File: src/rtl/instr_fetch_unit.sv
// instr_fetch_unit: PC owner and instruction fetch front end of the 9-bit CPU.
// Ports: clk/reset; imem_addr/imem_req/imem_rdata/imem_valid to instruction
// memory; stall and decoder feedback (branch, takeit, direct_flag,
// branch_target, branch_offset, halt); instruction/instr_valid/pc_out to the
// decoder; halted and sticky fetch_err status.
// Optional macro FETCH_PERF_CNT_EN adds fetch_count and redirect_count.
module instr_fetch_unit #(
    parameter int PC_W     = 8,
    parameter int RESET_PC = 0,
    parameter int OFF_W    = 5,
    parameter int TIMEOUT  = 15
) (
    input  logic             clk,
    input  logic             reset,
    output logic [PC_W-1:0]  imem_addr,
    output logic             imem_req,
    input  logic [8:0]       imem_rdata,
    input  logic             imem_valid,
    input  logic             stall,
    input  logic             branch,
    input  logic             takeit,
    input  logic             direct_flag,
    input  logic [PC_W-1:0]  branch_target,
    input  logic [OFF_W-1:0] branch_offset,
    input  logic             halt,
    output logic [8:0]       instruction,
    output logic             instr_valid,
    output logic [PC_W-1:0]  pc_out,
    output logic             halted,
    output logic             fetch_err
`ifdef FETCH_PERF_CNT_EN
    ,
    output logic [15:0]      fetch_count,
    output logic [15:0]      redirect_count
`endif
);

    localparam int CNT_W = (TIMEOUT > 1) ? $clog2(TIMEOUT + 1) : 1;
    localparam logic [CNT_W-1:0] LAST_WAIT =
        CNT_W'((TIMEOUT > 0) ? TIMEOUT - 1 : 0);

    typedef enum logic [2:0] {
        S_IDLE,
        S_REQ,
        S_HOLD,
        S_HALT,
        S_FAULT
    } state_t;

    state_t            state;
    logic [PC_W-1:0]   pc;
    logic [CNT_W-1:0]  wait_cnt;

    logic              accept;
    logic              taken;
    logic [PC_W-1:0]   off_ext;
    logic [PC_W-1:0]   seq_pc;
    logic [PC_W-1:0]   next_pc;

    assign accept  = ~stall;
    assign taken   = branch & takeit;
    assign off_ext = {{(PC_W-OFF_W){branch_offset[OFF_W-1]}}, branch_offset};
    // Successor is relative to the presented instruction, wrapping mod 2^PC_W.
    assign seq_pc  = pc_out + PC_W'(1);
    assign next_pc = !taken     ? seq_pc :
                     direct_flag ? branch_target :
                                   seq_pc + off_ext;

    assign imem_addr = pc;

    always_ff @(posedge clk) begin
        if (reset) begin
            state       <= S_IDLE;
            pc          <= PC_W'(RESET_PC);
            wait_cnt    <= '0;
            imem_req    <= 1'b0;
            instruction <= 9'h000;
            instr_valid <= 1'b0;
            pc_out      <= PC_W'(RESET_PC);
            halted      <= 1'b0;
            fetch_err   <= 1'b0;
        end else begin
            unique case (state)
                S_IDLE: begin
                    state    <= S_REQ;
                    imem_req <= 1'b1;
                end
                S_REQ: begin
                    if (imem_valid) begin
                        state       <= S_HOLD;
                        instruction <= imem_rdata;
                        pc_out      <= pc;
                        wait_cnt    <= '0;
                        imem_req    <= 1'b0;
                        instr_valid <= 1'b1;
                    end else if (TIMEOUT != 0 && wait_cnt == LAST_WAIT) begin
                        state     <= S_FAULT;
                        imem_req  <= 1'b0;
                        fetch_err <= 1'b1;
                        halted    <= 1'b1;
                    end else begin
                        wait_cnt <= wait_cnt + CNT_W'(1);
                    end
                end
                S_HOLD: begin
                    if (accept) begin
                        instr_valid <= 1'b0;
                        if (halt) begin
                            state  <= S_HALT;
                            halted <= 1'b1;
                        end else begin
                            state    <= S_REQ;
                            pc       <= next_pc;
                            imem_req <= 1'b1;
                        end
                    end
                end
                S_HALT: begin
                    state <= S_HALT;
                end
                S_FAULT: begin
                    state <= S_FAULT;
                end
                default: begin
                    state <= S_IDLE;
                end
            endcase
        end
    end

`ifdef FETCH_PERF_CNT_EN
    always_ff @(posedge clk) begin
        if (reset) begin
            fetch_count    <= '0;
            redirect_count <= '0;
        end else begin
            if (state == S_REQ && imem_valid && fetch_count != 16'hFFFF)
                fetch_count <= fetch_count + 16'd1;
            // A halt takes priority, so a halting branch never redirects.
            if (state == S_HOLD && accept && !halt && taken &&
                redirect_count != 16'hFFFF)
                redirect_count <= redirect_count + 16'd1;
        end
    end
`endif

endmodule

File: config.mk
export PLATFORM = sky130hd
export DESIGN_NAME = instr_fetch_unit
export DESIGN_NICKNAME = d
export VERILOG_FILES = /design/src/rtl/instr_fetch_unit.sv
export SDC_FILE = /design/constraint.sdc
export NUM_CORES = 1
export LEC_CHECK = 0
export CAP_MARGIN = 20
export CORE_ASPECT_RATIO = 0.6
export CORE_MARGIN = 3
export CORE_UTILIZATION = 30
export DETAILED_ROUTE_END_ITERATION = 8
export SKIP_LAST_GASP = 1
export SLEW_MARGIN = 10
export SYNTH_ARGS = -nofsm -noshare
export SYNTH_HDL_FRONTEND = slang
export SYNTH_SLANG_ARGS = --single-unit
export TNS_END_PERCENT = 50
File: constraint.sdc
create_clock -name clk -period 3.43 [get_ports clk]
set_clock_uncertainty 0.05 [all_clocks]
set_input_delay 0.686 -clock clk [delete_from_list [all_inputs] [get_ports clk]]
set_output_delay 0.686 -clock clk [all_outputs]
set_load 0.02 [all_outputs]
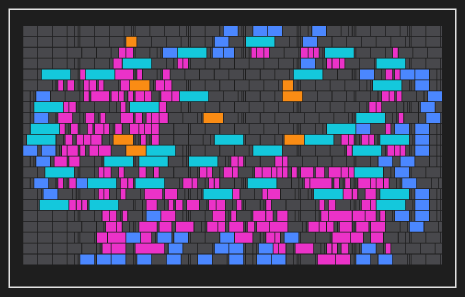
*Placement by cell class, run 1*
Drawn at 4 px/um. Fill, decap, tap and diode cells in grey.
Key: magenta = remaining logic cells [cells 206, share of their area 46%]; orange = clock drivers and dummy loads [cells 8, share of their area 3.7%]; cyan = registers [cells 36, share of their area 27%]; blue = remaining buffers and delay cells [cells 61, share of their area 23%]
fraction of area in registers: 0.264
CORE AREA: 0.00628 sq mm

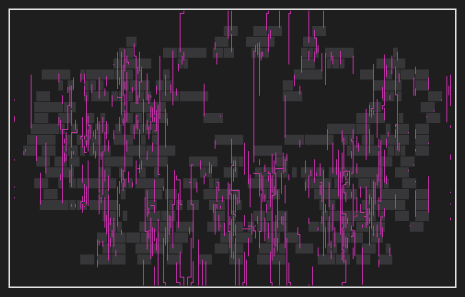
*Signal wires on met2, run 1*
Drawn at 4 px/um.
The wires run mostly vertical. 278 nets have wire on it. The longest straight run is 27.9 um.
met2 usage: 0.198
routed wire length: 5340 um
Vias: 1,968

==> results.py, run 1 <==
# Auto-generated metrics
metrics = {
    "synthesis": {
        "synth_flops": 36,
        "netlist.area_leader.share": 0.361,
        "netlist_instances": 255,
        "edf_count": 0,
        "flop_cell": "dfxtp_1",
        "top_area_cell": "dfxtp_1",
        "synthTopCellsByCount": "nand2_1, a21oi_1, dfxtp_1, nor2_1, ha_1",
        "synth_nets": 297,
        "most_common_cell": "nand2_1",
        "ys_sh_mux": 0.0201,
        "synth.avg_cell_area_sq_um": 7.82,
        "yosys_warnings": 0,
        "ys_sh_aoi": 0.198,
        "yosysSeqAreaShare": 0.361,
        "async_flop_share": 0,
        "simple_gate_area_frac": 0.253,
        "xor_share": 0.0439,
        "fa_ha_area_frac": 0.0790,
    },
    "placed_design": {
        "gp_congestion": 0.769,
        "placed_area_sq_mm": 0.00263,
        "hpwl_um": 4010,
        "dp.cells": 387,
        "place_ws_ns": 0.387,
    },
    "die": {
        "io_pins": 59,
        "die-area_sq_mm": 0.00769,
    },
    "clocking": {
        "clock_path_buffers": 2,
        "cts.sinks": 36,
        "post_cts_resized": 0,
        "cts_tree": "done",
        "cts_root_buf": "clkbuf_8",
    },
    "cells_and_area": {
        "nFillCells": 659,
        "fin_nets": 352,
        "layout-drive-gt1-share": 0.0514,
        "layout.cells.non_filler": 395,
        "fin_util": 0.434,
        "regArea_sq_um": 721,
        "post-route-cell-area_sq_mm": 0.00273,
    },
    "power": {
        "vdd_ir_drop_max_uv": 220,
        "p_seq_frac": 0.470,
        "power.density_mw_per_mm2": 350,
        "top_power_group": "sequential cells",
        "p_leak_nw": 1.00,
        "p_comb_frac": 0.195,
        "p_clk_frac": 0.335,
        "switching_share": 0.281,
    },
    "detailed_routing": {
        "drt-initial-drc-count": 89,
        "ant_nets": 0,
        "wl_per_cell_um": 13.5,
        "viasPerCell": 4.98,
        "drt_drc_violations_left": 0,
    },
    "worst_hold_path": {
        "min_path_type": "flip-flop to flip-flop",
    },
    "flow_run": {
        "cap_violations": 0,
        "warnings": 28,
    },
    "final_timing": {
        "worst_pin_slew_ns": 0.719,
        "report.final.slew_viol_count": 0,
        "setup_viol": 0,
        "fin_ws_ns": 0.655,
        "min_period_over_period": 0.809,
    },
    "worst_setup_path": {
        "cp-endpoint": "imem_addr[7]",
        "cpMaxStageDelayCell": "dfxtp_1",
        "critical_path.top_delay_family": "AND-OR/OR-AND gates",
        "crit_cells": 10,
        "cp_num_buf_inv": 0,
        "crit_type": "flip-flop to flip-flop",
        "critical_path.max_stage_delay_ns": 0.48,
        "crit_fanout": 7,
        "r2r_end": "imem_addr[7]",
    },
    "global_routing": {
        "grt_util_all_layers": 0.146,
        "grt_max_degree": 19,
    },
    "outcome": {
        "status": "finished, final reports clean",
    },
}
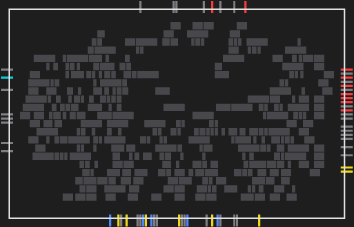
*I/O pins on the die edge, run 1*
Drawn at 3 px/um. Pins as bars across the die edge, other pins in grey.
Key: cyan = `halted` [pins 1, direction output, edge left]; yellow = `branch_target` [pins 8, direction input, edge 6 bottom, 2 right]; red = `instruction` [pins 9, direction output, edge 7 right, 2 top]; blue = `branch_offset` [pins 5, direction input, edge bottom]
All pins by edge: 22 bottom, 21 right, 8 left, 8 top.
Buffers on Ports: 58
Chip Width: 111 um
Die Span Y: 69.2 um

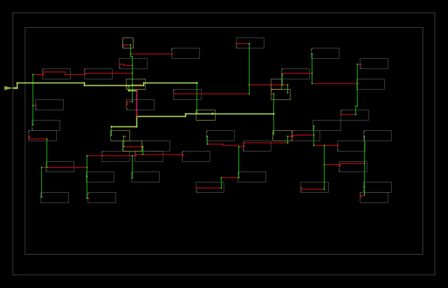
*Clock nets, run 1*
CTS buffer count: 5
CLK BUF: 6
worst-skew pair later-pin latency: 0.29 ns
P_clk: 0.000320 W

run 1: layer usage:
layer | GRT usage | wire length [um] | up-vias
li1 | - | - | 1008
met1 | 0.232 | 3050 | 907
met2 | 0.198 | 2020 | 51
met3 | 0.0404 | 270 | 2
met4 | 0.0162 | 6 | 0
met5 | 0 | 0 | -
run 1: cell families (layout without fill, tap and decap cells):
family	after synthesis	after routing
compound gates	65	65
xor+xnor	10	10
fa+ha+maj	12	12
buf+inv	17	73
flops	36	36
mux	4	4
simple gates	111	111
run 1: worst min-delay path by stage:
stage | cells after the start | from | endpoint
5_1_grt | 2 | instruction[1] | instruction[1]
3_3_place_gp | 2 | instruction[8] | instruction[8]
4_1_cts | 2 | instruction[1] | instruction[1]
2_1_floorplan | 2 | wait_cnt[3] | wait_cnt[3]
3_5_place_dp | 2 | instruction[1] | instruction[1]
6_report | 2 | instruction[1] | instruction[1]
run 1: registers in the layout, summed over array words and instances (netlist names):
signal,flops
fetch_err,1
halted,1
instr_valid,1
imem_req,1
state,3
wait_cnt,4
pc_out,8
imem_addr,8
instruction,9
run 1: cell usage in the layout, fill, tap and decap left out, types with 6 or more instances in the layout:
cell,synthesis,final
dfxtp_1,36,36
o21ai_0,7,7
a21oi_1,36,36
nand2_1,54,54
clkdlybuf4s50_1,0,58
xor2_1,6,6
clkbuf_8,0,6
nor3_1,8,8
nor2_1,24,24
ha_1,11,11
run 1: final cells by class:
cell class / count / area share
clock buffers: 6 / 0.0303
well taps: 84 / 0.0385
multi-input cells: 202 / 0.435
clock inverters: 2 / 0.00551
repair buffers: 61 / 0.221
flip-flops and latches: 36 / 0.264
inverters: 4 / 0.00551
run 1: worst min-delay path: stages (launching register included):
cell,delay [ns]
dfxtp_1,0.31
nand2_1,0.05
a21oi_1,0.05
### Clock network drawn from the DEF, run 1

Drawn at 6 px/um.
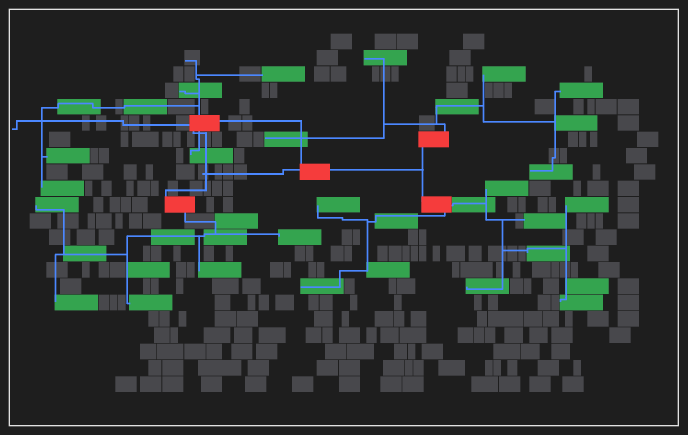

==> run 2: changes to the inputs <==
==> constraint.sdc (replaced) <==
create_clock -name clk -period 2.7 [get_ports clk]
set_clock_uncertainty 0.05 [all_clocks]
set_input_delay 0.54 -clock clk [delete_from_list [all_inputs] [get_ports clk]]
set_output_delay 0.54 -clock clk [all_outputs]
set_load 0.02 [all_outputs]
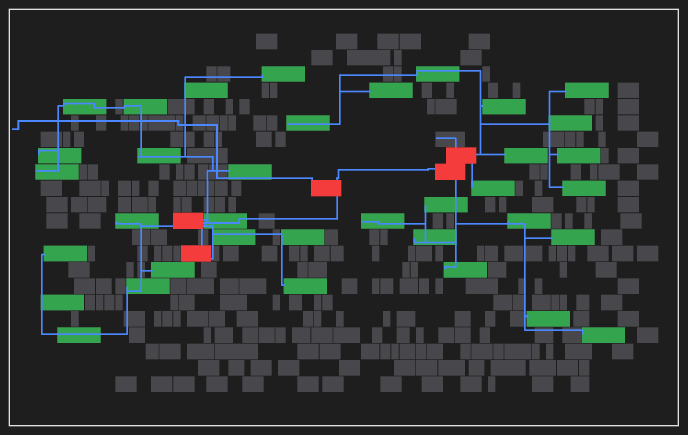
*Clock network drawn from the DEF, run 2*
Drawn at 6 px/um.
Key: green = flip-flops [count 36]; blue = clock wires [length 524 um]; red = clock-net drivers [count 5]
There are 6 routed clock nets.
P_clk: 0.000415 W
worst-skew pair later-pin latency: 0.28 ns
Clock Power Share: 0.337

==> run 2 against run 1 <==
  * Utilization up 1.6 points
  * Setup slack got worse by 0.50 ns
  * Count of clock-buffer cells in the layout up 1
  * Critical endpoint unchanged
  * Sequential power rose by 27%
  * Hold slack worse by 0.0016 ns
  * Combinational power rose by 33%
  * Highest routed layer unchanged
  * Fmax is 9.0% higher
  * Clock power up about 30%
==> results.py, run 2 <==
# Auto-generated metrics
metrics = {
    "clocking": {
        "cts.sinks": 36,
        "cts_made_buffers": 5,
        "cts_root_buf": "clkbuf_8",
        "clock_path_buffers": 2,
        "cts_tree": "done",
        "post_cts_resized": 0,
    },
    "die": {
        "core_area_sq_mm": 0.00628,
        "die-height_um": 69.2,
        "die_x_um": 111,
        "io_pins": 59,
    },
    "synthesis": {
        "netlist_instances": 255,
        "top_area_cell": "dfxtp_1",
        "edf_count": 0,
        "most_common_cell": "nand2_1",
        "yosysSeqAreaShare": 0.361,
        "flop_cell": "dfxtp_1",
        "synth_flops": 36,
        "synth_nets": 297,
        "async_flop_share": 0,
        "netlist.area_leader.share": 0.361,
        "synth.avg_cell_area_sq_um": 7.82,
        "yosys_warnings": 0,
        "synthTopCellsByCount": "nand2_1, a21oi_1, dfxtp_1, nor2_1, ha_1",
    },
    "cells_and_area": {
        "layout-drive-gt1-share": 0.0839,
        "fin_util": 0.451,
        "largest_reg_flops": 9,
        "mostFrequentLayoutCells": "clkdlybuf4s50_1, nand2_1, a21oi_1, dfxtp_1, nor2_1",
        "lay_top_count": "clkdlybuf4s50_1",
        "fin_nets": 364,
        "largest-register": "instruction",
    },
    "detailed_routing": {
        "wl_per_cell_um": 13.8,
        "ant_nets": 0,
        "drt_drc_violations_left": 0,
        "viasPerCell": 4.88,
        "vias": 1983,
        "finalWirelength_um": 5610,
        "drt-initial-drc-count": 97,
    },
    "final_timing": {
        "worst_pin_slew_ns": 0.649,
        "report.final.slew_viol_count": 0,
        "finalCriticalPeriod_ns": 2.55,
        "whs_ns": 0.405,
        "min_period_over_period": 0.943,
        "hold_viol_final": 0,
        "setup_viol": 0,
    },
    "worst_setup_path": {
        "critical_path.max_stage_delay_ns": 0.34,
        "crit_type": "flip-flop to flip-flop",
        "cp_num_buf_inv": 0,
        "crit_fanout": 2,
        "start_kind": "flip-flop",
        "cpMaxStageDelayCell": "dfxtp_1",
    },
    "flow_run": {
        "warnings": 28,
        "cap_violations": 0,
    },
    "placed_design": {
        "port_buffers": 58,
        "hpwl_um": 4270,
        "gp_congestion": 0.819,
    },
    "outcome": {
        "status": "finished, final reports clean",
    },
    "power": {
        "vdd_ir_drop_max_uv": 213,
        "p_leak_nw": 1.08,
        "power.density_mw_per_mm2": 436,
    },
    "global_routing": {
        "grt_util_all_layers": 0.150,
    },
    "worst_hold_path": {
        "min_path_type": "flip-flop to flip-flop",
    },
}
run 2: cell counts after synthesis:
No cell type changed its count.
run 2: area by class of cell:
cell class              count  area (sq um)
repair buffers             73           706
well taps                  84           105
inverters                   4          15.0
flip-flops and latches     36           721
fillers                   648          3450
clock buffers               7          96.3
multi-input cells         202          1180
run 2: logic make-up (layout without fill, tap and decap cells):
logic type,Yosys count,in the layout,share of synthesized area
AOI/OAI and AO/OA,65,65,0.198
xor gates and xnor gates,10,10,0.0439
adders and majority gates,12,12,0.0790
buffers and inverters,17,84,0.0445
DFF,36,36,0.361
muxes,4,4,0.0201
and+or+nand+nor,111,111,0.253
run 2: final timing paths:
check,from,to,slack [ns],depth (start not counted)
worst min register to register,instruction[2],instruction[2],0.40,2
worst max register to register,pc_out[0],imem_addr[7],0.15,10
worst min-delay path,instruction[2],instruction[2],0.40,2
worst max-delay path,pc_out[0],imem_addr[7],0.15,10
run 2: power breakdown:
| group | internal (W) | switching, W |
|---|---|---|
| clock network | 0.000227 | 0.000187 |
| registers | 0.000552 | 0.0000180 |
| logic | 0.000121 | 0.000126 |
run 2: metrics by stage:
| stage | cell area [sq um] | power [W] | setup slack (ns) | cells |
|---|---|---|---|---|
| finish | 2830 | 0.00123 | 0.154 | 406 |
| global route | 2830 | 0.00130 | 0.00329 | 406 |
| CTS | 2830 | 0.00125 | 0.142 | 406 |
| detailed placement | 2730 | 0.000829 | -0.00762 | 399 |
| global placement | 2730 | 0.000829 | 0.0512 | 399 |
| floorplan | 1990 | 0.000717 | 0.103 | 255 |
run 2: routing by layer:
metal  global-route usage  part of all wire
met5                    0                 0
met4               0.0162            0.0014
met3               0.0474             0.075
met2                0.200              0.37
met1                0.237              0.55
### Signal wires on met2, run 2

Drawn at 4 px/um.
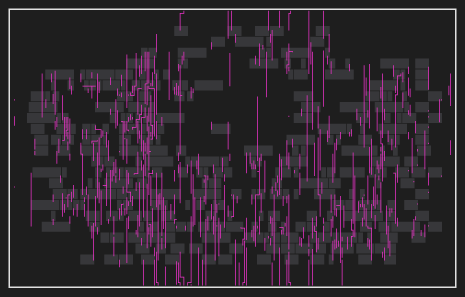

==> run 3: changes to the inputs <==
--- a/config.mk
+++ b/config.mk
@@ -7,9 +7,9 @@
 export LEC_CHECK = 0
 export CAP_MARGIN = 20
 export CORE_ASPECT_RATIO = 0.6
-export CORE_MARGIN = 3
 export CORE_UTILIZATION = 30
 export DETAILED_ROUTE_END_ITERATION = 8
+export DONT_BUFFER_PORTS = 1
 export SKIP_LAST_GASP = 1
 export SLEW_MARGIN = 10
 export SYNTH_ARGS = -nofsm -noshare
==> constraint.sdc (replaced) <==
create_clock -name clk -period 3.2 [get_ports clk]
set_clock_uncertainty 0.05 [all_clocks]
set_input_delay 0.64 -clock clk [delete_from_list [all_inputs] [get_ports clk]]
set_output_delay 0.64 -clock clk [all_outputs]
set_load 0.02 [all_outputs]
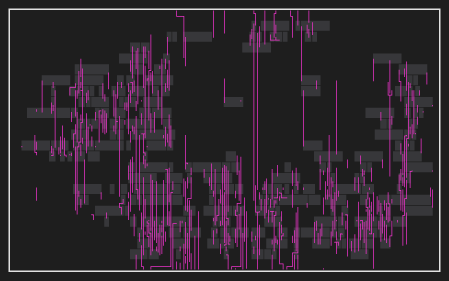
*Signal wires on met2, run 3*
Drawn at 4 px/um.
The longest straight run is 44.2 um. The layer holds 40% of the routed length.
routed wire length: 5000 um
Vias: 1,754
met2 usage: 0.206

==> run 3 against run 2 <==
  * Critical path depth unchanged
  * Synthesized area unchanged
  * Sequential share of layout area up 8.0 points
  * Synthesized cell count unchanged
  * Wire length down 11%
  * Via count down 12%
  * Die area down 9.2%
  * Register-to-register slack better by 0.43 ns
  * Clock power down 15%
  * Utilization down 11 points
  * Setup slack better by 0.43 ns
  * Count of clock-buffer cells in the layout unchanged
  * Highest routed layer unchanged
==> results.py, run 3 <==
# Auto-generated metrics
metrics = {
    "synthesis": {
        "yosysSeqAreaShare": 0.361,
        "synth.avg_cell_area_sq_um": 7.82,
        "synthTopCellsByCount": "nand2_1, a21oi_1, dfxtp_1, nor2_1, ha_1",
        "flop_cell": "dfxtp_1",
        "synth_flops": 36,
        "xor_share": 0.0439,
        "most_common_cell": "nand2_1",
        "ys_sh_aoi": 0.198,
        "synth_nets": 297,
        "simple_gate_area_frac": 0.253,
        "ys_sh_mux": 0.0201,
        "async_flop_share": 0,
        "yosys_warnings": 0,
        "netlist.area_leader.share": 0.361,
        "netlist_instances": 255,
    },
    "final_timing": {
        "fin_ws_ns": 0.587,
        "report.final.slew_viol_count": 0,
        "whs_ns": 0.372,
        "finalCriticalPeriod_ns": 2.61,
        "worst_pin_slew_ns": 0.732,
        "hold_viol_final": 0,
        "setup_viol": 0,
    },
    "clocking": {
        "clock_path_buffers": 2,
        "cts.sinks": 36,
        "cts_root_buf": "clkbuf_8",
        "post_cts_resized": 0,
        "cts_made_buffers": 5,
    },
    "power": {
        "power.density_mw_per_mm2": 446,
        "top_power_group": "sequential cells",
        "p_seq_frac": 0.520,
        "p_clk_frac": 0.368,
        "p_total_w": 0.000960,
        "internal_power_w": 0.000701,
        "comb_cell_power_w": 0.000107,
        "p_sw_w": 0.000259,
        "p_seq_w": 0.000499,
        "p_comb_frac": 0.111,
        "p_leak_nw": 0.803,
    },
    "cells_and_area": {
        "post-route-cell-area_sq_mm": 0.00215,
        "largest_reg_flops": 9,
        "nFillCells": 659,
        "largest-register": "instruction",
        "fin_nets": 295,
        "mostFrequentLayoutCells": "nand2_1, a21oi_1, dfxtp_1, nor2_1, ha_1",
    },
    "worst_setup_path": {
        "critical_path.max_stage_delay_ns": 0.36,
        "cpMaxStageDelayCell": "ha_1",
        "crit_fanout": 5,
        "crit_type": "flip-flop to flip-flop",
        "start_kind": "flip-flop",
    },
    "outcome": {
        "status": "finished, final reports clean",
    },
    "flow_run": {
        "cap_violations": 0,
    },
    "die": {
        "die-height_um": 65.2,
        "core_area_sq_mm": 0.00628,
        "die_x_um": 107,
    },
    "worst_hold_path": {
        "min_path_type": "primary input to flip-flop",
    },
    "placed_design": {
        "port_buffers": 0,
        "hpwl_um": 3700,
        "placed_area_sq_mm": 0.00206,
        "gp_congestion": 0.810,
        "place_ws_ns": 0.601,
    },
    "detailed_routing": {
        "drt-initial-drc-count": 78,
        "wl_per_cell_um": 14.8,
        "ant_nets": 0,
        "viasPerCell": 5.20,
        "drt_drc_violations_left": 0,
    },
}
[run 3: cell count changes in the layout (fill, tap and decap cells not counted), sizes merged]
cell,previous run,this run
buf,15,4
clkdlybuf4s50,58,0
[run 3: logic make-up after synthesis]
| family | Yosys count |
|---|---|
| and+or+nand+nor | 111 |
| AOI/OAI and AO/OA | 65 |
| DFF | 36 |
| buffers and inverters | 17 |
| adders and majority gates | 12 |
| xor gates and xnor gates | 10 |
| muxes | 4 |
[run 3: layout make-up]
| cell class | count | area (sq um) | area share |
|---|---|---|---|
| Sequential cell | 36 | 721 | 0.335 |
| Timing Repair Buffer | 4 | 30.0 | 0.0140 |
| Tap cell | 84 | 105 | 0.0488 |
| Inverter | 4 | 15.0 | 0.00698 |
| Multi-Input combinational cell | 202 | 1180 | 0.551 |
| Clock buffer | 7 | 96.3 | 0.0448 |
[run 3: final timing paths]
| kind | startpoint | end | slack [ns] | cells past startpoint |
|---|---|---|---|---|
| setup / recovery | pc_out[0] | imem_addr[7] | 0.59 | 10 |
| hold reg to reg | wait_cnt[3] | wait_cnt[3] | 0.46 | 2 |
| hold / removal | reset | instruction[4] | 0.37 | 1 |
| setup reg to reg | pc_out[0] | imem_addr[7] | 0.59 | 10 |
[run 3: layer usage]
metal,GRT usage,up-vias,share of wire
met1,0.208,804,0.50
li1,-,885,-
met5,0,-,0
met3,0.0605,2,0.097
met2,0.206,63,0.40
met4,0.0205,0,0.0022
[run 3: worst register-to-register path, stage by stage (launching register included)]
cell	delay (ns)
dfxtp_1	0.34
ha_1	0.19
nand2_1	0.10
xnor2_1	0.15
ha_1	0.36
a21o_1	0.21
a31o_1	0.22
o21a_1	0.21
o311ai_2	0.31
o221ai_1	0.15
a211oi_1	0.23
Power and IR drop assume default switching activity.
